[src/rtl/prog_counter_pkg.sv]
// Shared definitions for the fetch-stage program counter: FSM states,
// program start addresses and the start-address lookup.
package prog_counter_pkg;

  localparam int DEFAULT_PC_W  = 12;
  localparam int DEFAULT_CYC_W = 16;

  typedef enum logic [1:0] {
    IDLE   = 2'd0,
    LOAD   = 2'd1,
    RUN    = 2'd2,
    HALTED = 2'd3
  } state_t;

  // These must track the entry points in the decoder's jump target table.
  localparam logic [DEFAULT_PC_W-1:0] kProgStart1 = 12'h000;
  localparam logic [DEFAULT_PC_W-1:0] kProgStart2 = 12'h003;
  localparam logic [DEFAULT_PC_W-1:0] kProgStart3 = 12'h040;

  function automatic logic [DEFAULT_PC_W-1:0] prog_start(input logic [1:0] sel);
    logic [DEFAULT_PC_W-1:0] addr;
    addr = '0;
    case (sel)
      2'd1:    addr = kProgStart1;
      2'd2:    addr = kProgStart2;
      2'd3:    addr = kProgStart3;
      default: addr = '0;
    endcase
    return addr;
  endfunction

endpackage

[src/rtl/prog_counter_cycle_counter.sv]
// Saturating up-counter with synchronous reset, synchronous clear and count enable.
module cycle_counter #(
  parameter int W = 16
) (
  input  logic         clk,
  input  logic         rst,
  input  logic         clr,
  input  logic         en,
  output logic [W-1:0] count
);

  logic at_max;
  assign at_max = &count;

  always_ff @(posedge clk) begin
    if (rst || clr) begin
      count <= '0;
    end else if (en && !at_max) begin
      count <= count + W'(1);
    end
  end

endmodule

[src/rtl/prog_counter.sv]
// Fetch-stage program counter: start/run/halt sequencing, jump redirect
// from the control decoder and a saturating RUN-cycle counter.
module prog_counter
  import prog_counter_pkg::*;
#(
  parameter int PC_W  = DEFAULT_PC_W,
  parameter int CYC_W = DEFAULT_CYC_W
) (
  input  logic             Clk,
  input  logic             Reset,
  input  logic             Start,
  input  logic [1:0]       ProgSel,
  input  logic             Halt,
  input  logic             jump_en,
  input  logic [15:0]      Target,
  output logic [PC_W-1:0]  ProgCtr,
  output logic             Running,
  output logic             Done,
  output logic [CYC_W-1:0] CycleCt,
  output state_t           state_dbg
);

  state_t            state, state_nxt;
  logic [PC_W-1:0]   pc_nxt;
  logic              cyc_clr;
  logic              cyc_en;
  logic              unused_target;

  // Target is wider than the PC; the high bits are intentionally discarded.
  assign unused_target = ^Target;

  always_ff @(posedge Clk) begin
    if (Reset) begin
      state   <= IDLE;
      ProgCtr <= '0;
    end else begin
      state   <= state_nxt;
      ProgCtr <= pc_nxt;
    end
  end

  // Start overrides every state, so Halt/jump_en only matter in RUN without Start.
  always_comb begin
    state_nxt = state;
    pc_nxt    = ProgCtr;
    cyc_clr   = 1'b0;
    cyc_en    = 1'b0;
    if (Start) begin
      state_nxt = LOAD;
      pc_nxt    = PC_W'(prog_start(ProgSel));
      cyc_clr   = 1'b1;
    end else begin
      case (state)
        IDLE: state_nxt = IDLE;
        LOAD: state_nxt = RUN;
        RUN: begin
          cyc_en = 1'b1;
          if (Halt) begin
            state_nxt = HALTED;
          end else if (jump_en) begin
            pc_nxt = PC_W'(Target);
          end else begin
            pc_nxt = ProgCtr + PC_W'(1);
          end
        end
        HALTED:  state_nxt = HALTED;
        default: state_nxt = IDLE;
      endcase
    end
  end

  assign Running   = (state == RUN);
  assign Done      = (state == HALTED);
  assign state_dbg = state;

  cycle_counter #(
    .W(CYC_W)
  ) u_cycle_counter (
    .clk  (Clk),
    .rst  (Reset),
    .clr  (cyc_clr),
    .en   (cyc_en),
    .count(CycleCt)
  );

endmodule
[config.mk]
export PLATFORM = sky130hd
export DESIGN_NAME = prog_counter
export DESIGN_NICKNAME = d
export VERILOG_FILES = /design/src/rtl/prog_counter_pkg.sv /design/src/rtl/prog_counter_cycle_counter.sv /design/src/rtl/prog_counter.sv
export SDC_FILE = /design/constraint.sdc
export NUM_CORES = 1
export LEC_CHECK = 0
export CAP_MARGIN = 20
export CORE_UTILIZATION = 47
export CTS_CLUSTER_SIZE = 24
export DETAILED_ROUTE_END_ITERATION = 10
export GPL_TIMING_DRIVEN = 0
export PLACE_DENSITY = 0.79
export SYNTH_ARGS = -nofsm -noshare
export SYNTH_HDL_FRONTEND = slang
export SYNTH_SLANG_ARGS = --single-unit
[constraint.sdc]
create_clock -name Clk -period 3.3 [get_ports Clk]
set_input_delay 0.33 -clock Clk [delete_from_list [all_inputs] [get_ports Clk]]
set_output_delay 0.33 -clock Clk [all_outputs]
set_load 0.01 [all_outputs]
Fig. 1: run 1, wires at chosen ports, followed through buffers
Scale bar: 20 µm.
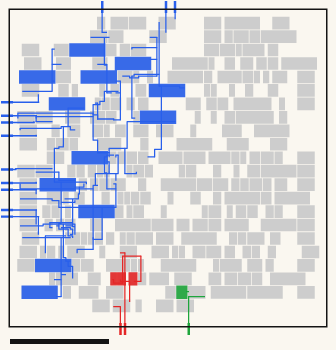
| colour | port | bits | direction | edge | end cells | wire |
|---|---|---|---|---|---|---|
| red | ProgSel | 2 | input | bottom | 3 | 44.9 µm |
| green | Done | 1 | output | bottom | 1 | 9.30 µm |
| blue | ProgCtr | 12 | output | 9 left, 3 top | 12 | 525 µm |
Buffers on Ports: 48
num ports: 55

Fig. 2: run 1, supply network
Scale bar: 20 µm. Pins as bars on the die edge. Tap cells in grey.
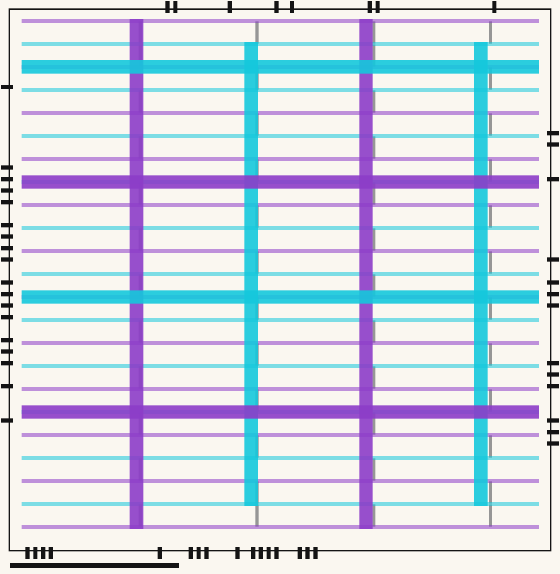
| colour | net |
|---|---|
| purple | VSS |
| cyan | VDD |
met1 rails: 23
rows: 22
met5 straps: 4
core area: 3660 µm²
Die Y-Extent: 63.9 µm
Die X: 63.9 µm

Fig. 3: run 1, cell outlines without signal wires
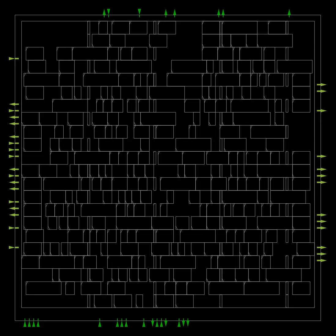
fillcell total: 351
flop share of the area: 24.8%

==> impl_metrics.tcl, run 1 <==
# flow metrics
set metrics [dict create \
    worst_slack_ns 1.07 \
    finalHoldViolCount 0 \
    cap_violations 0 \
    worst-path-max-fanout 10 \
    nMultiInputCombCells 169 \
    synth_area_per_cell_um2 8.14 \
    htree_num_levels 2 \
    ys_area_um2 1800 \
    area_delta_synth_final_pct 34.4 \
    fin_setup_tns_ns 0 \
    antenna_found_initial 0 \
    clockRootBuffer "clkbuf_8" \
    ys_seq_share_pct 33.4 \
    aoi_share_pct 23.5 \
    clk_latency_ns 0.29 \
    layout.nets 301 \
    logic_family "simple AND/OR/NAND/NOR gates" \
    cts_tree "yes" \
    grt_max_degree 11 \
    crit_start "u_cycle_counter.count[0]" \
    comb_area_um2 1100 \
    async_reset_ff_share_pct 0 \
    cts_buffers 5 \
    synth_cells 221 \
    drv_slew 0 \
    fa_ha_area_share_pct 1.39 \
    cp_data_required_time_ns 3.49 \
    drive_gt1_share_pct 8.70 \
    vias 1917 \
    synth.distinct_cells 52 \
    finalNonFillerCells 324 \
    cts_resized 0 \
    whs_path_depth 3 \
    seq_cell_count 30 \
    setup_violations 0 \
    period_used_pct 67.6 \
    hold_ws_ns 0.344 \
    synth_top_area_share_pct 33.4 \
    netlist_area_um2 1800 \
    warnings 30 \
    antenna_cells 0 \
    power_uw 738 \
    dpl.hpwl_mm 3.39 \
    yosys_most_used_dff "dfxtp_1" \
    grt_pass1_vias 1732 \
    ys_sh_simple_pct 33.9 \
    clk_share_pct 3.26 \
    drtAntennaViolNets 0 \
    cts_setup_buffers 0 \
    buffer_area_share_pct 22.5 \
    yosys.area.top_type "dfxtp_1" \
    outcome "complete, no violations" \
    num_rows 22 \
    drt_wl_total_mm 4.66 \
    syn-num-nets 246 \
    xor_area_share_pct 1.46 \
]
run 1: layer usage:
metal | wire [µm] | vias up | GRT usage, %
li1 | - | 967 | -
met4 | 72 | 0 | 12.5
met1 | 2020 | 877 | 28.8
met2 | 2320 | 65 | 42.6
met3 | 251 | 8 | 4.64
met5 | 0 | - | 0
run 1: cells in the final DEF (no fill, tap or decap), types with 7 or more instances in the layout:
cell and count:
nor2_1 12, clkbuf_1 10, inv_1 8, o21ai_0 10, dfxtp_1 30, nor4_1 10, a21oi_1 14, clkdlybuf4s50_1 48
nand4_1 7, nand3_1 11, nand2_1 17, nor3_1 11
run 1: registers in the layout, summed over array words and instances (netlist names):
signal,count
ProgCtr,12
state_dbg,2
u_cycle_counter.count,16
run 1: power by group:
| part | switching [mW] | total (mW) | internal (mW) |
|---|---|---|---|
| combinational | 0.0382 | 0.0784 | 0.0402 |
| clock | 0.146 | 0.287 | 0.141 |
| sequential | 0.00655 | 0.373 | 0.366 |
| total | 0.191 | 0.738 | 0.548 |
run 1: stage by stage:
stage	instance area (µm²)	util (%)
CTS	2420	66.0
global route	2420	66.0
finish	2420	66.0
detailed placement	2340	63.9
global placement	2340	63.9
floorplan	1800	-
run 1: cells by family (layout without fill, tap and decap cells):
| kind of cell | after synthesis | count (layout) |
|---|---|---|
| flops | 30 | 30 |
| simple gates | 101 | 101 |
| mux | 2 | 2 |
| fa+ha+maj | 2 | 2 |
| compound gates | 61 | 61 |
| xor+xnor | 3 | 3 |
| buf+inv | 22 | 77 |
run 1: critical path, stage by stage (launching register included):
cell	delay (ns)
dfxtp_1	0.43
ha_1	0.18
clkbuf_2	0.20
nand4_1	0.24
nor4_4	0.51
buf_2	0.32
nor4_1	0.07
o21a_1	0.18
Fig. 4: run 1, where the registers sit
Scale bar: 20 µm.
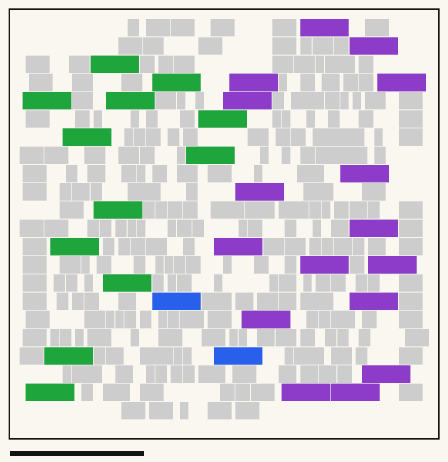

==> run 2: changes to the inputs <==
- clock period: 3.3 -> 2.2 ns (I/O delays scaled with it)
Fig. 5: run 2, where the registers sit
Scale bar: 20 µm.
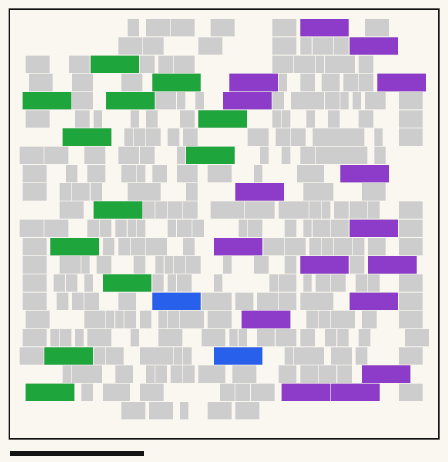
| colour | signal | placed flops |
|---|---|---|
| blue | state_dbg | 2 |
| green | ProgCtr | 12 |
| purple | u_cycle_counter.count | 16 |
Storage cell area: 601 µm²
sequential power: 559 µW

Fig. 6: run 2, cell outlines without signal wires
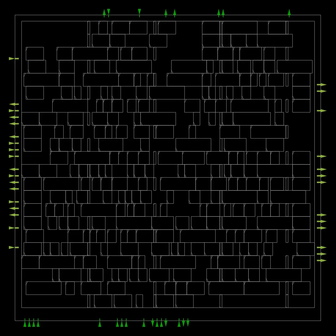
flop share of the area: 24.8%
Core Rows: 22

Fig. 7: run 2, supply network
Scale bar: 20 µm. Pins as bars on the die edge. Tap cells in grey.
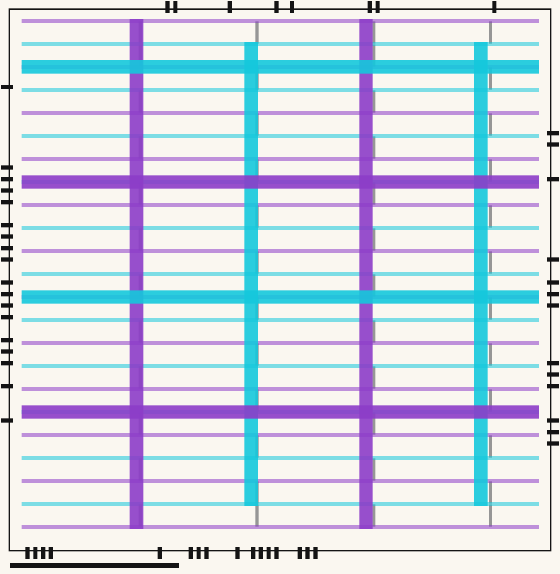
| colour | net |
|---|---|
| purple | VSS |
| cyan | VDD |
tap cells: 48
met1 rails: 23
signal pins: 55
Peak VDD IR: 0.342 mV

==> impl_metrics.tcl, run 2 <==
# flow metrics
set metrics [dict create \
    layout_top_cell "clkdlybuf4s50_1" \
    worst_slack_ns 0.192 \
    area_delta_synth_final_pct 34.9 \
    whs_path_depth 3 \
    finalHoldViolCount 0 \
    numPortBuffers 48 \
    yosys_most_used_dff "dfxtp_1" \
    synth.distinct_cells 52 \
    cp_data_required_time_ns 2.39 \
    async_reset_ff_share_pct 0 \
    die_w_um 63.9 \
    die_h_um 63.9 \
    period_used_pct 91.3 \
    ys_area_um2 1800 \
    vias 1955 \
    outcome "complete, no violations" \
    drive_gt1_share_pct 9.03 \
    setup.worst_path.end "u_cycle_counter.count[5]" \
    r2r_start "u_cycle_counter.count[0]" \
    stdcell_area_um2 2420 \
    cts_buffers 5 \
    hold_ws_ns 0.236 \
    synth_area_per_cell_um2 8.14 \
    crit_start "u_cycle_counter.count[0]" \
    worst-path-max-fanout 10 \
    fillers 349 \
    grt_max_degree 11 \
    clockRootBuffer "clkbuf_8" \
    drt_wl_total_mm 4.69 \
    comb_area_um2 1100 \
    synth_top_area_share_pct 33.4 \
    cts_resized 0 \
    antenna_found_initial 0 \
    syn-num-nets 246 \
    drtAntennaViolNets 0 \
    finClkSkew_ns 0.00198 \
    layout.nets 302 \
    cts_tree "yes" \
    place_inst 317 \
    warnings 30 \
    synth_cells 221 \
    clk_latency_ns 0.29 \
    largest_reg_flops 16 \
    grt_pass1_vias 1732 \
    fin_setup_tns_ns 0 \
    htree_num_levels 2 \
    final_cell_mix "clkdlybuf4s50_1, dfxtp_1, nand2_1" \
    netlist_area_um2 1800 \
    cap_violations 0 \
    setup_violations 0 \
    dpl.hpwl_mm 3.39 \
    place_area_um2 2340 \
    ios 55 \
    utilization_pct 66.2 \
    power_mw 1.11 \
    antenna_cells 0 \
    ys_seq_share_pct 33.4 \
]
-- run 2: cell counts after synthesis --
Identical to the previous run, type by type.
-- run 2: per-layer routing --
layer / wire, µm / global-route usage [%] / vias up
met4: 79 / 12.5 / 0
met1: 2040 / 28.8 / 901
li1: - / - / 968
met3: 245 / 4.64 / 10
met2: 2330 / 42.6 / 76
met5: 0 / 0 / -
-- run 2: where the power goes --
part	switching (mW)	internal, mW
clock	0.220	0.212
combinational	0.0574	0.0603
sequential	0.00984	0.549
total	0.287	0.821
-- run 2: what timing repair did --
action	in CTS	in global routing
endpoints found under the setup margin	1	9
buffers inserted	0	1
pin swaps	1	1
-- run 2: cells by family after synthesis --
| kind of cell | after synthesis | synth area share [%] |
|---|---|---|
| adders and majority gates | 2 | 1.39 |
| and+or+nand+nor | 101 | 33.9 |
| DFF | 30 | 33.4 |
| buffers and inverters | 22 | 5.22 |
| AOI/OAI and AO/OA | 61 | 23.5 |
| xor gates and xnor gates | 3 | 1.46 |
| muxes | 2 | 1.18 |
-- run 2: worst max-delay path, cell delays in order (launching register included) --
cell and delay [ns]:
dfxtp_1 0.43, ha_1 0.18, clkbuf_2 0.19, nand4_1 0.25, nor4_4 0.32, buf_2 0.29, nor4_1 0.07, o21a_1 0.18
-- run 2: final cells by class --
cell class,instances,area share (%)
inverter,8,1.24
multi-input combinational,169,45.5
buffer,14,2.63
tap,48,2.48
sequential,30,24.8
timing repair buffer,49,20.1
clock buffer,5,2.84
clock inverter,2,0.413
No activity file was given, so power comes from the tool's default toggle rates.
